[src/rtl/dec_nbit_pkg.sv]
// Shared types for the timed one-hot decoder (dec_nbit_seq).
// Contents: the control FSM state encoding.
package dec_nbit_pkg;

    // SCAN is only reachable when the block is built with DEC_SCAN_EN.
    typedef enum logic [1:0] {
        IDLE = 2'd0,
        HOLD = 2'd1,
        SCAN = 2'd2
    } state_t;

endpackage

[src/rtl/dec_dwell_cnt.sv]
// Dwell counter shared by hold and scan steps.
// Ports:
//   clk, rst_n  - clock, synchronous active-low reset
//   clr         - force count to zero (abort / completion)
//   load        - load load_val (caller guarantees load_val >= 1)
//   load_val    - value to load
//   dec         - decrement enable; saturates at zero, never wraps
//   last_c      - combinational flag, count == 1 (final cycle of a dwell)
module dec_dwell_cnt #(
    parameter int unsigned DWELL_W = 4
) (
    input  logic               clk,
    input  logic               rst_n,
    input  logic               clr,
    input  logic               load,
    input  logic [DWELL_W-1:0] load_val,
    input  logic               dec,
    output logic               last_c
);

    logic [DWELL_W-1:0] cnt;

    // Priority: clear, then load, then decrement.
    always_ff @(posedge clk) begin
        if (!rst_n) begin
            cnt <= '0;
        end else if (clr) begin
            cnt <= '0;
        end else if (load) begin
            cnt <= load_val;
        end else if (dec && (cnt != '0)) begin
            cnt <= cnt - DWELL_W'(1);
        end
    end

    assign last_c = (cnt == DWELL_W'(1));

endmodule

[src/rtl/dec_nbit_seq.sv]
// Registered SEL_W-to-2**SEL_W one-hot decoder with programmable dwell.
// An accepted code drives a one-hot output for max(dwell,1) cycles, then
// clears with a one-cycle done pulse. en low blocks acceptance and aborts.
// Build option: define DEC_SCAN_EN to add the SCAN mode (walk every output
// line in order, each held for the sampled dwell).
// Ports:
//   clk, rst_n  - clock, synchronous active-low reset
//   en          - block enable
//   in_valid    - request strobe for sel/dwell
//   in_ready    - combinational, en && idle
//   sel         - code to decode, sampled on accept
//   dwell       - hold length in cycles (0 treated as 1), sampled on accept
//   scan_start  - start a scan (DEC_SCAN_EN builds only; ignored otherwise)
//   out         - registered one-hot output or zero
//   busy        - registered, high while not idle
//   done        - registered one-cycle pulse on normal completion
module dec_nbit_seq
    import dec_nbit_pkg::*;
#(
    parameter int unsigned SEL_W   = 2,
    parameter int unsigned DWELL_W = 4
) (
    input  logic                clk,
    input  logic                rst_n,
    input  logic                en,
    input  logic                in_valid,
    output logic                in_ready,
    input  logic [SEL_W-1:0]    sel,
    input  logic [DWELL_W-1:0]  dwell,
    input  logic                scan_start,
    output logic [2**SEL_W-1:0] out,
    output logic                busy,
    output logic                done
);

    localparam int unsigned OUT_W = 2**SEL_W;

    state_t             state, state_nxt;
    logic [OUT_W-1:0]   out_nxt;
    logic               done_nxt;
    logic [DWELL_W-1:0] dwell_eff;
    logic [DWELL_W-1:0] cnt_load_val;
    logic               cnt_load, cnt_dec, cnt_clr, cnt_last;

`ifdef DEC_SCAN_EN
    logic [SEL_W-1:0]   idx, idx_nxt;
    logic [DWELL_W-1:0] dwell_q, dwell_q_nxt;
`else
    logic               unused_scan_start;
    assign unused_scan_start = scan_start;
`endif

    // Zero dwell is promoted to one at load time so the counter never wraps.
    assign dwell_eff = (dwell == '0) ? DWELL_W'(1) : dwell;

    assign in_ready = en && (state == IDLE);

    dec_dwell_cnt #(
        .DWELL_W (DWELL_W)
    ) u_cnt (
        .clk      (clk),
        .rst_n    (rst_n),
        .clr      (cnt_clr),
        .load     (cnt_load),
        .load_val (cnt_load_val),
        .dec      (cnt_dec),
        .last_c   (cnt_last)
    );

    // State and output registers.
    always_ff @(posedge clk) begin
        if (!rst_n) begin
            state <= IDLE;
            out   <= '0;
            busy  <= 1'b0;
            done  <= 1'b0;
`ifdef DEC_SCAN_EN
            idx     <= '0;
            dwell_q <= '0;
`endif
        end else begin
            state <= state_nxt;
            out   <= out_nxt;
            busy  <= (state_nxt != IDLE);
            done  <= done_nxt;
`ifdef DEC_SCAN_EN
            idx     <= idx_nxt;
            dwell_q <= dwell_q_nxt;
`endif
        end
    end

    // Next-state, next-output and counter control.
    always_comb begin
        state_nxt    = state;
        out_nxt      = out;
        done_nxt     = 1'b0;
        cnt_load     = 1'b0;
        cnt_dec      = 1'b0;
        cnt_clr      = 1'b0;
        cnt_load_val = dwell_eff;
`ifdef DEC_SCAN_EN
        idx_nxt     = idx;
        dwell_q_nxt = dwell_q;
`endif
        case (state)
            IDLE: begin
                out_nxt = '0;
                // A plain request wins over a simultaneous scan_start.
                if (in_valid && in_ready) begin
                    out_nxt   = OUT_W'(1) << sel;
                    cnt_load  = 1'b1;
                    state_nxt = HOLD;
                end
`ifdef DEC_SCAN_EN
                else if (scan_start && in_ready) begin
                    out_nxt     = OUT_W'(1);
                    cnt_load    = 1'b1;
                    idx_nxt     = '0;
                    dwell_q_nxt = dwell_eff;
                    state_nxt   = SCAN;
                end
`endif
            end
            HOLD: begin
                // Abort has priority over completion.
                if (!en) begin
                    out_nxt   = '0;
                    cnt_clr   = 1'b1;
                    state_nxt = IDLE;
                end else if (cnt_last) begin
                    out_nxt   = '0;
                    done_nxt  = 1'b1;
                    cnt_clr   = 1'b1;
                    state_nxt = IDLE;
                end else begin
                    cnt_dec = 1'b1;
                end
            end
`ifdef DEC_SCAN_EN
            SCAN: begin
                if (!en) begin
                    out_nxt   = '0;
                    cnt_clr   = 1'b1;
                    idx_nxt   = '0;
                    state_nxt = IDLE;
                end else if (cnt_last) begin
                    // Last step is the all-ones index; no reliance on wrap.
                    if (idx == '1) begin
                        out_nxt   = '0;
                        done_nxt  = 1'b1;
                        cnt_clr   = 1'b1;
                        idx_nxt   = '0;
                        state_nxt = IDLE;
                    end else begin
                        idx_nxt      = idx + SEL_W'(1);
                        out_nxt      = out << 1;
                        cnt_load     = 1'b1;
                        cnt_load_val = dwell_q;
                    end
                end else begin
                    cnt_dec = 1'b1;
                end
            end
`endif
            default: begin
                out_nxt   = '0;
                cnt_clr   = 1'b1;
                state_nxt = IDLE;
            end
        endcase
    end

endmodule

[config.mk]
export PLATFORM = sky130hd
export DESIGN_NAME = dec_nbit_seq
export DESIGN_NICKNAME = d
export VERILOG_FILES = /design/src/rtl/dec_nbit_pkg.sv /design/src/rtl/dec_dwell_cnt.sv /design/src/rtl/dec_nbit_seq.sv
export SDC_FILE = /design/constraint.sdc
export NUM_CORES = 1
export LEC_CHECK = 0
export CAP_MARGIN = 20
export CELL_PAD_IN_SITES_DETAIL_PLACEMENT = 1
export CELL_PAD_IN_SITES_GLOBAL_PLACEMENT = 1
export CORE_ASPECT_RATIO = 0.9
export CORE_MARGIN = 5
export CORE_UTILIZATION = 31
export DETAILED_ROUTE_END_ITERATION = 16
export MAX_ROUTING_LAYER = met4
export PLACE_DENSITY_LB_ADDON = 0.1
export SLEW_MARGIN = 40
export SYNTH_ARGS = -nofsm -noshare
export SYNTH_HDL_FRONTEND = slang
export SYNTH_SLANG_ARGS = --single-unit
[constraint.sdc]
create_clock -name clk -period 2 [get_ports clk]
set_clock_uncertainty 0.1 [all_clocks]
set_input_delay 0.4 -clock clk [delete_from_list [all_inputs] [get_ports clk]]
set_output_delay 0.4 -clock clk [all_outputs]
set_load 0.02 [all_outputs]
run_1/m1.png
Scale bar: 20 µm. Supply wires on this layer in grey.
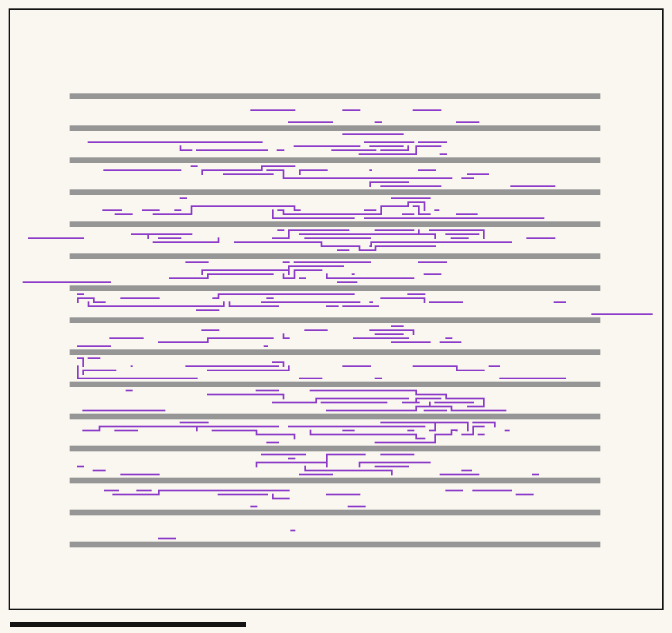
nets with wire on the layer: 95
main direction: horizontal
wire length on this layer: 719 µm
longest straight run: 15.2 µm

run_1/m2.png
Cells faint in the background.
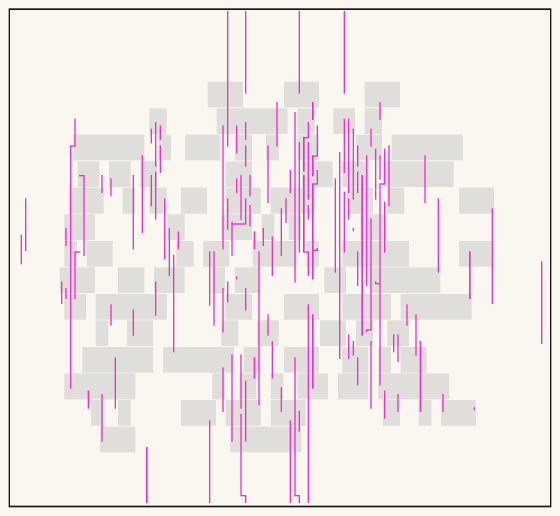
share of all routed wire: 46%
nets with wire on the layer: 89
wire length on this layer: 686 µm
longest straight run: 24.8 µm
main direction: vertical
DR vias: 553
M2 GR Usage: 17.7%
Post-Route WL: 1.49 mm

run_1/m3.png
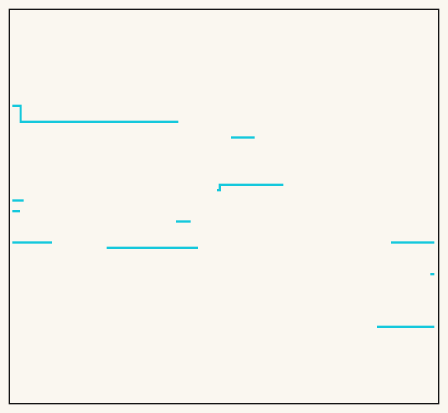
longest straight run: 20.2 µm
main direction: horizontal
share of all routed wire: 4.5%
wire length on this layer: 67.3 µm
met3 Use GR: 5.54%

==> reports/metrics.yaml, run 1 <==
status: "complete, no violations"
setup_tns_ns: 0
p_switching_mw: 0.114
ys_top_logic_family: "simple AND/OR/NAND/NOR gates"
xor_area_share_pct: 1.53
cap_violations: 0
design.seq.count: 12
vdd_drop_max_mv: 0.443
taps: 24
post-route-cell-area_um2: 830
drive_gt1_share_pct: 12.2
slowest_stage: "clkdlybuf4s50_1"
cts_tree: "done"
crit_required_ns: 1.50
final_util_pct: 48.3
hold_path_depth: 2
nets: 104
dpl_cell_area_um2: 795
adder_share_pct: 4.36
firstDrtPassIters: 2
fin_crit_ns: 1.87
syn_area_per_cell_um2: 8.70
diodes: 0
clk-power_mw: 0.193
nonClkBufAreaFrac_pct: 22.8
port-buffer-count: 16
reg2reg_depth: 5
via_per_inst: 4.85
power.internal_mw: 0.389
synth_flops: 12
common_cells: "dfxtp_1, a21oi_1, inv_1, nor2_1, nand2_1"
clkbuf_count: 4
warnings: 28
grt_max_degree: 8
power_frac_comb_pct: 12.0
p_leak_nw: 0.320
crit_path_cell_trace: "clkdlybuf4s50_1, nand2b_1, nor2_1, dlygate4sd2_1"
seq_cell_power_mw: 0.249
powerDensity_nw_per_um2: 606
comb_area_um2: 315
num-multi-input-gates: 49
async_flop_share_pct: 0
drtIter0Drc: 4
fp_util_pct: 33.5
power.largest_group: "sequential cells"
start_kind: "primary input"
final-clk-cell-share_pct: 4.37
synth-main-ff-cell: "dfxtp_1"
period_used_pct: 93.5
nNonClkInverters: 5
synth_area_um2: 574
cts.path.max_buffers: 2
worstPathMaxFanout: 2
clock.latency.late_pin_ns: 0.28
die_w_um: 55.4
synth.most_common_cell: "dfxtp_1"
ys_area_um2: 574
comb_power_mw: 0.0604
seq_area_share_pct: 29.0
worst_slack_ns: 0.131
slew_violations: 0
dieArea_um2: 2810
largest_class: "combinational gates"
path_class: "primary input to output port"
comb_area_share_pct: 38.0
numCtsBuffers: 3
p_seq_share_pct: 49.5
fillers: 230
ys_cells: 66
synth-edff-count: 0
yosys.cell_types.count: 28
reg2reg_slack_ns: 0.30
max_stage_delay_ns: 0.48
top_cell_area_share_pct: 41.8
[run 1: timing repair]
action / in CTS / in global routing
setup buffers: 0 / 0
hold buffers: 0 / 0
gates resized: 1 / 0
setup endpoints to repair: 1 / 0
[run 1: worst max-delay path: cells and delay by family]
family,cells,cell delay [ns]
AND/OR/NAND/NOR,2,0.16
buffers and inverters,2,0.82
[run 1: layer usage]
metal | share of wire (%) | wire [µm]
met1 | 48 | 719
met2 | 46 | 686
met3 | 4.5 | 67
met4 | 0.81 | 12
met5 | 0 | 0
[run 1: state kept, by name, indices dropped and copies added (netlist names)]
name,cells
out,4
u_cnt.cnt,4
state,2
busy,1
done,1
[run 1: worst paths after layout]
check | from | to
worst max-delay path | en | in_ready
worst min-delay path | out[2] | out[2]
worst max register to register | u_cnt.cnt[0] | out[1]
worst min register to register | out[2] | out[2]
run_1/congestion_map.png
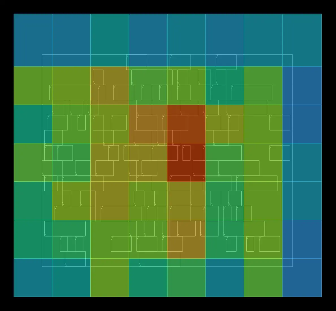

## Run 2: what changed since run 1
--- a/config.mk
+++ b/config.mk
@@ -10,7 +10,9 @@
 export CELL_PAD_IN_SITES_GLOBAL_PLACEMENT = 1
 export CORE_ASPECT_RATIO = 0.9
 export CORE_MARGIN = 5
-export CORE_UTILIZATION = 31
+export CORE_UTILIZATION = 28
+export CTS_BUF_LIST = sky130_fd_sc_hd__clkbuf_8 sky130_fd_sc_hd__clkbuf_16
+export CTS_CLUSTER_SIZE = 40
 export DETAILED_ROUTE_END_ITERATION = 16
 export MAX_ROUTING_LAYER = met4
 export PLACE_DENSITY_LB_ADDON = 0.1
==> constraint.sdc (replaced) <==
create_clock -name clk -period 1.5 [get_ports clk]
set_clock_uncertainty 0.1 [all_clocks]
set_input_delay 0.3 -clock clk [delete_from_list [all_inputs] [get_ports clk]]
set_output_delay 0.3 -clock clk [all_outputs]
set_load 0.02 [all_outputs]
run_2/congestion_map.png
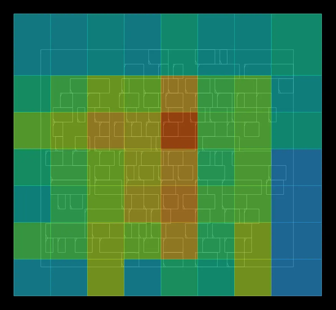
Core Util, Final: 52.5%
grt met1 use: 14.0%
drt wl/cell: 11.9 µm

==> run 2 against run 1 <==
  * The run now ends with setup timing left
  * Die size increased by 8.7%
  * Critical path type is now register to register
  * Highest routed layer unchanged
  * Combinational power increased by 74%
  * Flip-flop count unchanged
  * Via count increased by 10%
==> reports/metrics.yaml, run 2 <==
top_cell_area_share_pct: 41.8  # unchanged
grt_max_degree: 7  # -1
largest_class: "combinational gates"
cts_tree: "done"
powerDensity_nw_per_um2: 708  # +17%
syn_area_per_cell_um2: 8.70  # unchanged
dpl_cell_area_um2: 886  # +11%
cap_violations: 0  # unchanged
critPathTopFamily: "simple AND/OR/NAND/NOR gates"
synth_flops: 12  # unchanged
async_flop_share_pct: 0  # unchanged
reg.largest.list: "out (4), u_cnt.cnt (4), state (2)"
drive_gt1_share_pct: 37.7  # +26 points
post-route-cell-area_um2: 1010  # +22%
clkbuf_count: 3  # -1
top_layer: "met4"
holdWs_ns: 0.348
port-buffer-count: 16  # unchanged
p_seq_share_pct: 46.0  # -3.5 points
wl_met3_um: 62  # -7.5%
comb_area_share_pct: 36.7  # -1.3 points
clk-power_mw: 0.283  # +47%
crit_path_cell_trace: "inv_2, ha_4, nor3b_4, nor2_4, or3b_4, a21oi_2"
cts.path.max_buffers: 2  # unchanged
xor_area_share_pct: 1.53  # unchanged
synth-main-ff-cell: "dfxtp_1"
fillers: 229  # -0.43%
drtIter0Drc: 12  # +8
diodes: 0  # unchanged
crit_buf_inv: 1  # -1
post_cts_buffers: 3  # +3
grt_use_met2_pct: 16.9  # -0.80 points
adder_share_pct: 4.36  # unchanged
grt_pass1_wl_mm: 2.51
vdd_drop_max_mv: 0.523  # +18%
wl_met2_um: 718  # +4.7%
numCtsBuffers: 3  # unchanged
synth_area_um2: 574  # unchanged
setup_viol: 3
comb_area_um2: 373  # +18%
slowest_stage: "or3b_4"
period_used_pct: 104
worst_slack_ns: -0.0530  # -0.184 ns
ys_cells: 66  # unchanged
via_per_inst: 4.66  # -3.8%
fp_util_pct: 29.7  # -3.7 points
firstDrtPassIters: 4  # +2
ff_latch_area_um2: 243
num-multi-input-gates: 49  # unchanged
warnings: 30  # +7.1%
comb_power_mw: 0.105  # +74%
seq_area_share_pct: 23.9  # -5.0 points
status: "complete, but fails checks"
violations: "setup timing"
power_frac_comb_pct: 14.6  # +2.6 points
nonClkBufAreaFrac_pct: 30.3  # +7.6 points
nNonClkInverters: 5  # unchanged
holdBufCountCts: 0  # unchanged
design.seq.count: 12  # unchanged
common_cells: "dfxtp_1, a21oi_1, inv_1, nor2_1, nand2_1"
yosys.cell_types.count: 28  # unchanged
max_stage_delay_ns: 0.38  # -0.10 ns
clock.latency.late_pin_ns: 0.24  # -0.04 ns
ys_area_um2: 574  # unchanged
worstPathMaxFanout: 5  # +3
p_switching_mw: 0.157  # +38%
nets: 121  # +16%
seq_cell_power_mw: 0.331  # +33%
p_leak_nw: 0.444  # +39%
start_kind: "register"
power.internal_mw: 0.562  # +44%
dp_slack_ns: -0.468
ys_top_logic_family: "simple AND/OR/NAND/NOR gates"
path_class: "register to register"
slew_violations: 0  # unchanged
final-clk-cell-share_pct: 4.07  # -0.30 points
dieArea_um2: 3060  # +8.7%
taps: 25  # +4.2%
synth-edff-count: 0  # unchanged
cts-resized-gates: 22  # +21
power.largest_group: "sequential cells"
fin_crit_ns: 1.55
die_w_um: 57.7  # +4.3%
run_2/m3.png
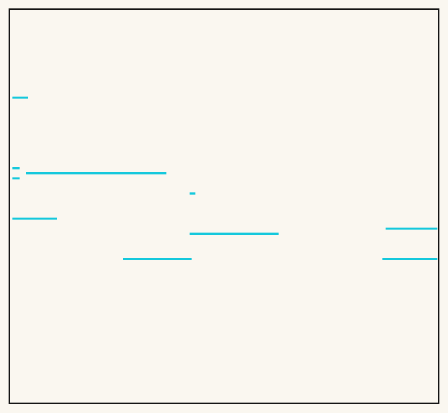
nets with wire on the layer: 7
wire length on this layer: 62.3 µm
met3 Use GR: 4.39%
Post-Route WL: 1.55 mm
DR vias: 611

run 2: through the flow:
stage / utilization [%] / setup TNS (ns) / total power [mW] / instances
3_3_place_gp: 45.8 / -2.73 / 0.431 / 123
6_report: 52.5 / -0.125 / 0.719 / 131
3_5_place_dp: 45.8 / -3.28 / 0.433 / 123
5_1_grt: 52.5 / -0.685 / 0.760 / 131
2_1_floorplan: - / 0 / 0.371 / 66
4_1_cts: 50.5 / -0.116 / 0.725 / 129
run 2: worst paths after layout:
| path | slack [ns] | cells past startpoint | to | startpoint |
|---|---|---|---|---|
| max reg2reg | -0.05 | 6 | out[1] | u_cnt.cnt[1] |
| min | 0.35 | 2 | out[2] | out[2] |
| min reg2reg | 0.35 | 2 | out[2] | out[2] |
| max | -0.05 | 6 | out[1] | u_cnt.cnt[1] |
No activity file was given, so power comes from the tool's default toggle rates.
